===== src/rtl/hc165_pkg.sv =====
// Shared constants and FSM encoding for the 74HC165 cascade reader.
package hc165_pkg;

    localparam int DIV_DEF    = 3;
    localparam int N_BITS_DEF = 16;

    typedef logic [1:0] state_t;

    localparam state_t ST_IDLE  = 2'd0;
    localparam state_t ST_LOAD  = 2'd1;
    localparam state_t ST_SHIFT = 2'd2;
    localparam state_t ST_DONE  = 2'd3;

endpackage


===== src/rtl/hc165_clkgen.sv =====
// Shift-clock divider: free-runs only while enabled and rests at zero otherwise,
// so cp always starts a transfer in its low half.
module hc165_clkgen
    import hc165_pkg::*;
#(
    parameter int DIV = DIV_DEF
) (
    input  logic clk,
    input  logic rst_n,
    input  logic en,
    output logic cp,
    output logic sample,
    output logic wrap
);

    localparam logic [DIV-1:0] SAMPLE_AT = DIV'((2 ** (DIV - 1)) - 1);

    logic [DIV-1:0] cnt_div_q, cnt_div_d;

    always_comb begin
        cnt_div_d = '0;
        if (en) cnt_div_d = cnt_div_q + 1'b1;
    end

    always_ff @(posedge clk) begin
        if (!rst_n) cnt_div_q <= '0;
        else        cnt_div_q <= cnt_div_d;
    end

    // Sample on the last low-half cycle, just before the chips shift on cp rising.
    assign cp     = cnt_div_q[DIV-1];
    assign sample = en && (cnt_div_q == SAMPLE_AT);
    assign wrap   = en && (&cnt_div_q);

endmodule


===== src/rtl/hc165_reader.sv =====
// Reads an N_BITS word from cascaded 74HC165 shift registers, MSB first,
// and presents it on dout with a one-cycle dout_vld strobe.
module hc165_reader
    import hc165_pkg::*;
#(
    parameter int DIV    = DIV_DEF,
    parameter int N_BITS = N_BITS_DEF
) (
    input  logic              clk,
    input  logic              rst_n,
    input  logic              rd_req,
    input  logic              q7,
    output logic              pl_n,
    output logic              cp,
    output logic [N_BITS-1:0] dout,
    output logic              dout_vld,
    output logic              busy
);

    localparam int                BW        = $clog2(N_BITS);
    localparam logic [BW-1:0]     BIT_LAST  = BW'(N_BITS - 1);
    localparam logic [DIV-2:0]    LOAD_LAST = (DIV - 1)'((2 ** (DIV - 1)) - 1);

    state_t              state_q, state_d;
    logic [BW-1:0]       bit_cnt_q, bit_cnt_d;
    logic [DIV-2:0]      load_cnt_q, load_cnt_d;
    logic [N_BITS-1:0]   cap_q, cap_d;
    logic [N_BITS-1:0]   dout_q, dout_d;
    logic                dout_vld_q, dout_vld_d;
    logic                pl_n_q, pl_n_d;
    logic                busy_q, busy_d;
    logic                q7_q;
    logic                shift_en, sample, wrap;

    assign shift_en = (state_q == ST_SHIFT);

    hc165_clkgen #(.DIV(DIV)) u_clkgen (
        .clk    (clk),
        .rst_n  (rst_n),
        .en     (shift_en),
        .cp     (cp),
        .sample (sample),
        .wrap   (wrap)
    );

    always_comb begin
        state_d    = state_q;
        bit_cnt_d  = bit_cnt_q;
        load_cnt_d = load_cnt_q;
        cap_d      = cap_q;
        dout_d     = dout_q;
        dout_vld_d = 1'b0;
        pl_n_d     = pl_n_q;
        busy_d     = busy_q;
        case (state_q)
            ST_IDLE: begin
                pl_n_d = 1'b1;
                busy_d = 1'b0;
                if (rd_req) begin
                    state_d    = ST_LOAD;
                    pl_n_d     = 1'b0;
                    busy_d     = 1'b1;
                    load_cnt_d = '0;
                    bit_cnt_d  = '0;
                end
            end
            ST_LOAD: begin
                load_cnt_d = load_cnt_q + 1'b1;
                if (load_cnt_q == LOAD_LAST) begin
                    state_d = ST_SHIFT;
                    pl_n_d  = 1'b1;
                end
            end
            ST_SHIFT: begin
                if (sample) cap_d = {cap_q[N_BITS-2:0], q7_q};
                if (wrap) begin
                    bit_cnt_d = bit_cnt_q + 1'b1;
                    // Last sample was taken mid-period, so cap_q is already complete.
                    if (bit_cnt_q == BIT_LAST) begin
                        state_d    = ST_DONE;
                        dout_d     = cap_q;
                        dout_vld_d = 1'b1;
                    end
                end
            end
            default: begin
                state_d = ST_IDLE;
                busy_d  = 1'b0;
                pl_n_d  = 1'b1;
            end
        endcase
    end

    always_ff @(posedge clk) begin
        if (!rst_n) begin
            state_q    <= ST_IDLE;
            bit_cnt_q  <= '0;
            load_cnt_q <= '0;
            cap_q      <= '0;
            dout_q     <= '0;
            dout_vld_q <= 1'b0;
            pl_n_q     <= 1'b1;
            busy_q     <= 1'b0;
            q7_q       <= 1'b0;
        end else begin
            state_q    <= state_d;
            bit_cnt_q  <= bit_cnt_d;
            load_cnt_q <= load_cnt_d;
            cap_q      <= cap_d;
            dout_q     <= dout_d;
            dout_vld_q <= dout_vld_d;
            pl_n_q     <= pl_n_d;
            busy_q     <= busy_d;
            q7_q       <= q7;
        end
    end

    assign pl_n     = pl_n_q;
    assign dout     = dout_q;
    assign dout_vld = dout_vld_q;
    assign busy     = busy_q;

endmodule


===== config.mk =====
export PLATFORM = sky130hd
export DESIGN_NAME = hc165_reader
export DESIGN_NICKNAME = d
export VERILOG_FILES = /design/src/rtl/hc165_pkg.sv /design/src/rtl/hc165_clkgen.sv /design/src/rtl/hc165_reader.sv
export SDC_FILE = /design/constraint.sdc
export NUM_CORES = 1
export LEC_CHECK = 0
export CAP_MARGIN = 20
export CORE_UTILIZATION = 49
export DETAILED_ROUTE_END_ITERATION = 12
export GPL_TIMING_DRIVEN = 0
export MAX_ROUTING_LAYER = met4
export PLACE_DENSITY = 0.74
export SYNTH_ARGS = -nofsm -noshare
export SYNTH_HDL_FRONTEND = slang
export SYNTH_SLANG_ARGS = --single-unit

===== constraint.sdc =====
create_clock -name clk -period 1.5 [get_ports clk]
set_input_delay 0.3 -clock clk [delete_from_list [all_inputs] [get_ports clk]]
set_output_delay 0.3 -clock clk [all_outputs]
set_load 0.02 [all_outputs]

==> images/placement.png <==
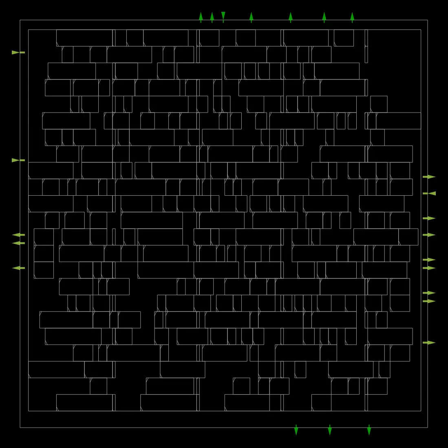
Core Footprint: 4030 um2
Final Instance Count excl. Fillers: 313
fraction of area in registers: 36.2%

==> images/sizes.png <==
Bar = 20 um.
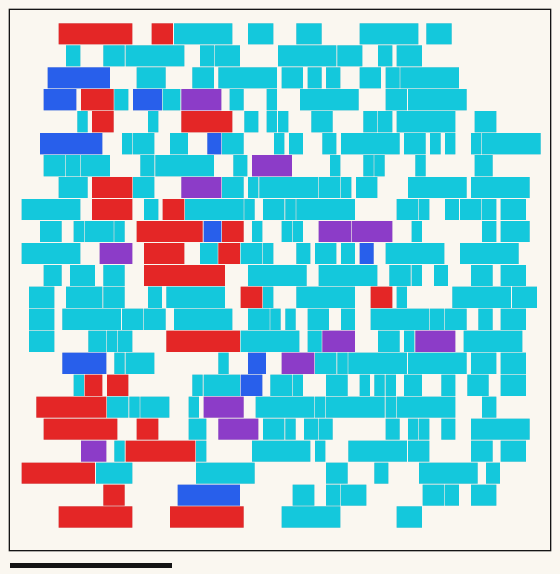
- red: _3 and _4 cells (cells 26)
- blue: _2 cells (cells 11)
- purple: _6 and larger (cells 12)
- cyan: _0 and _1 cells (cells 214)

==> images/clk_routes.png <==
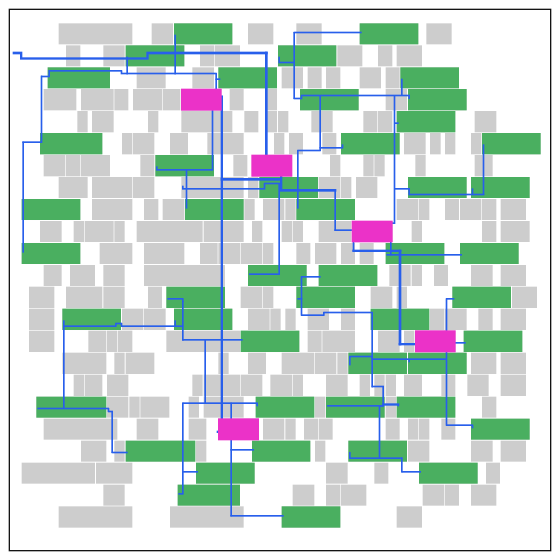
- blue: clock wires (length 561 um)
- magenta: clock drivers (count 5)
- green: flip-flops (count 47)
- routed clock nets: 6
clock power share: 25.0%
Clock Skew: 5.42 ps

==> images/flops_by_reg.png <==
Other sequential cells in the stronger grey, the rest of the logic in the fainter grey.
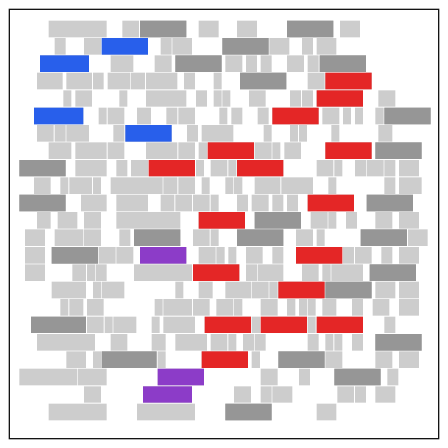
- purple: `u_clkgen.cnt_div_q` (flops 3)
- blue: `bit_cnt_q` (flops 4; where top left)
- red: `cap_q` (flops 16)
- not coloured: 24
Final Util: 65.3%
P_seq: 0.00140 W
area occupied by registers: 952 um2

==> images/metal_density.png <==
Bar = 20 um. 13 x 13 tiles, from dark purple (low) to yellow (high), scaled to the fullest tile. Values are wire area over tile area, all layers added.
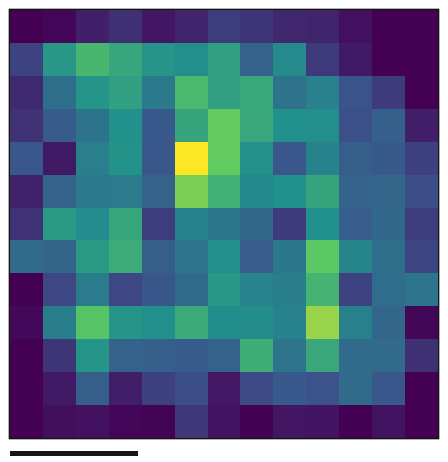
- nearly empty tiles: 11%
- mean over tiles: 0.15
- emptiest ninth of the die: top right
- fullest tile: 0.45
gr usage total: 22.5%
total number of vias: 1670
drt total wl: 4.16 mm

==> reports/metrics.cfg <==
[cells_and_area]
comb-cell-share_pct=43.5
comb_area_um2=1140
drive_gt1_share_pct=18.6
flops=47
n_antenna_cell=0
clk_share_pct=3.81
num-multi-input-gates=160
buffers=43
inv_count=5
area_growth_pct=27.5
nonClkBufAreaFrac_pct=13.1
fillers=360
fin_nets=276
clockBufferCount=8

[placed_design]
io_buffer_count=22
placed_area_um2=2370
finalWeightedCongestion=0.790
place_ws_ps=-242
post-dp-hpwl_mm=2.72

[critical_path]
worstSetupPathDepth=6
cp.required_ps=1740
cp_slowest_cell=dfxtp_4
startpoint_type=flop
cp.arrival_ps=1730
crit_type=reg -> reg
cp_top_family=flip-flops
rrSetupSlack_ps=4
cpPeakStageDelay_ps=390
path_cells=inv_6, ha_4, mux2i_4, buf_4, or3_4, a21boi_2
reg2reg_depth=6
rr_endpoint=bit_cnt_q[1]$_SDFFE_PN0P_
regToRegStartpoint=state_q[0]$_SDFFE_PN0P_
worstPathMaxFanout=6
cp_num_buf_inv=2

[worst_hold_path]
hold_path_end=cap_q[8]$_SDFFE_PN0P_
holdCritPathClass=in -> reg
hold_start=rst_n
hold-path-cell-count=2

[floorplanning]
taps=50
fp_util_pct=51.2
die_height_um=66.9
dieWidth_um=66.9
die-area_um2=4470
rows=23
ios=24

[global_route]
grt_pass1_wl_mm=7.20
gr-usage-met2_pct=38.9
grt_util_met1_pct=25.4
antenna_found_initial=0
grt_pass1_vias=1603
overflow=0
top_usage_layer=met2

[sta]
tns_ps=0
whs_ps=394
fin_crit_ps=1500
setup_slack_ps=4.09
setup_viol=0
max_freq_mhz=668
max_slew.worst_pin.slew_ps=519
grt_setup_unrepaired=true
slew_viol_final=0

[synthesis]
numSynthFlops=47
synthCells=228
synth_nets=242
ys_types=32
synth-adder-area-share_pct=6.07
netlist_area_um2=2060
yosysWarnings=0
synth_seq_share_pct=45.6
synthAoiAreaFrac_pct=21.5
ys_cells=228
simple_gate_share_pct=19.8
mux_share_pct=2.12
top_logic_kind=AND-OR/OR-AND gates
syn_avg_cell_area_um2=9.04
yosysChipArea_um2=2060
xor_share_pct=0

[clocking]
holdBufCountCts=0
cts_buffer_depth=2
clockRootBuffer=clkbuf_8
numCtsBuffers=5
cts_max_level=2
clkSinkCount=47
path_clk_slew_ps=80
tritoncts=yes

[detailed_routing]
routedWlPerCell_um=13.3
top_layer=met4
wl_met3_um=148
drtIter0Drc=136
viasPerCell=5.34
drcViolationCount=0
wl_met1_mm=1.88
antenna_left=0

[pwr]
p_int_w=0.00235
power.switching_w=0.000978
pwr-share-comb_pct=32.8
finalPower_w=0.00333
netSwitchingFraction_pct=29.4
seqPwrFrac_pct=42.2
p_leak_nw=1.01
powerDensity_nw_per_um2=1270

[status]
status=completed

[run]
drv_cap=0
warning_count=33

==> worst max-delay path by stage <==
| stage | startpoint | endpoint | slack, ps |
|---|---|---|---|
| 6_report | state_q[0]$_SDFFE_PN0P_ | bit_cnt_q[1]$_SDFFE_PN0P_ | 4 |
| 5_1_grt | state_q[0]$_SDFFE_PN0P_ | bit_cnt_q[0]$_SDFFE_PN0P_ | -60 |
| 4_1_cts | state_q[0]$_SDFFE_PN0P_ | bit_cnt_q[1]$_SDFFE_PN0P_ | 3 |
| 3_5_place_dp | u_clkgen.cnt_div_q[0]$_SDFF_PN0_ | dout[8]$_SDFFE_PN0P_ | -240 |
| 3_3_place_gp | rd_req | state_q[1]$_SDFFE_PN0P_ | -220 |
| 2_1_floorplan | state_q[0]$_SDFFE_PN0P_ | bit_cnt_q[0]$_SDFFE_PN0P_ | -40 |
==> cells in the final DEF (no fill, tap or decap), drive strengths merged <==
cell | synthesis | layout
mux2i | 4 | 4
and2 | 5 | 5
clkbuf | 9 | 15
nand3 | 18 | 18
o31ai | 1 | 1
buf | 7 | 14
and3 | 3 | 3
ha | 10 | 10
nor2 | 3 | 3
dfxtp | 47 | 47
a21boi | 35 | 35
a211o | 1 | 1
nor3b | 2 | 2
or4b | 1 | 1
a32o | 1 | 1
or4 | 1 | 1
nand2 | 42 | 42
a2111oi | 1 | 1
dlygate4sd2 | 0 | 20
inv | 5 | 5
nor2b | 4 | 4
or3 | 1 | 1
o211ai | 1 | 1
o21ai | 21 | 21
clkdlybuf4s50 | 0 | 2
nand3b | 2 | 2
a32oi | 1 | 1
a21oi | 1 | 1
or2b | 1 | 1
==> registers in the layout, indices dropped and copies added (netlist names) <==
name                count
dout                   16
q7_q                    1
busy                    1
state_q                 2
load_cnt_q              2
dout_vld                1
pl_n                    1
u_clkgen.cnt_div_q      3
cap_q                  16
bit_cnt_q               4
==> timing repair <==
item | CTS | global route
gates resized | 51 | 19
pin swaps | 7 | 4
buffers inserted | 8 | 1
setup endpoints to repair | 48 | 23
==> worst reg2reg max path: stages, from the launching register on <==
cell and delay (ps):
dfxtp_4 390, inv_6 50, ha_4 180, mux2i_4 200, buf_4 150, or3_4 360
a21boi_2 110
==> power groups by stage <==
stage,combinational (W),sequential [W],clock (W)
6_report,0.00109,0.00140,0.000833
4_1_cts,0.00101,0.00139,0.000856
2_1_floorplan,0.000621,0.00143,0
3_5_place_dp,0.000813,0.00141,0
5_1_grt,0.00120,0.00141,0.000908
3_3_place_gp,0.000803,0.00141,0
==> cells in the mapped netlist, drive strengths merged <==
master,count,area (um2)
o21ai,21,105
a21oi,1,5.00
nor2b,4,32.5
nand2,42,158
nor3b,2,15.0
or2b,1,7.51
buf,7,47.5
inv,5,18.8
a2111oi,1,27.5
or4b,1,10.0
or4,1,7.51
or3,1,6.26
nor2,3,11.3
mux2i,4,43.8
a21boi,35,263
dfxtp,47,941
nand3b,2,15.0
o31ai,1,7.51
and2,5,31.3
clkbuf,9,33.8
and3,3,18.8
a32oi,1,8.76
a32o,1,10.0
ha,10,125
o211ai,1,7.51
a211o,1,10.0
nand3,18,95.1
Power and IR drop assume default switching activity.
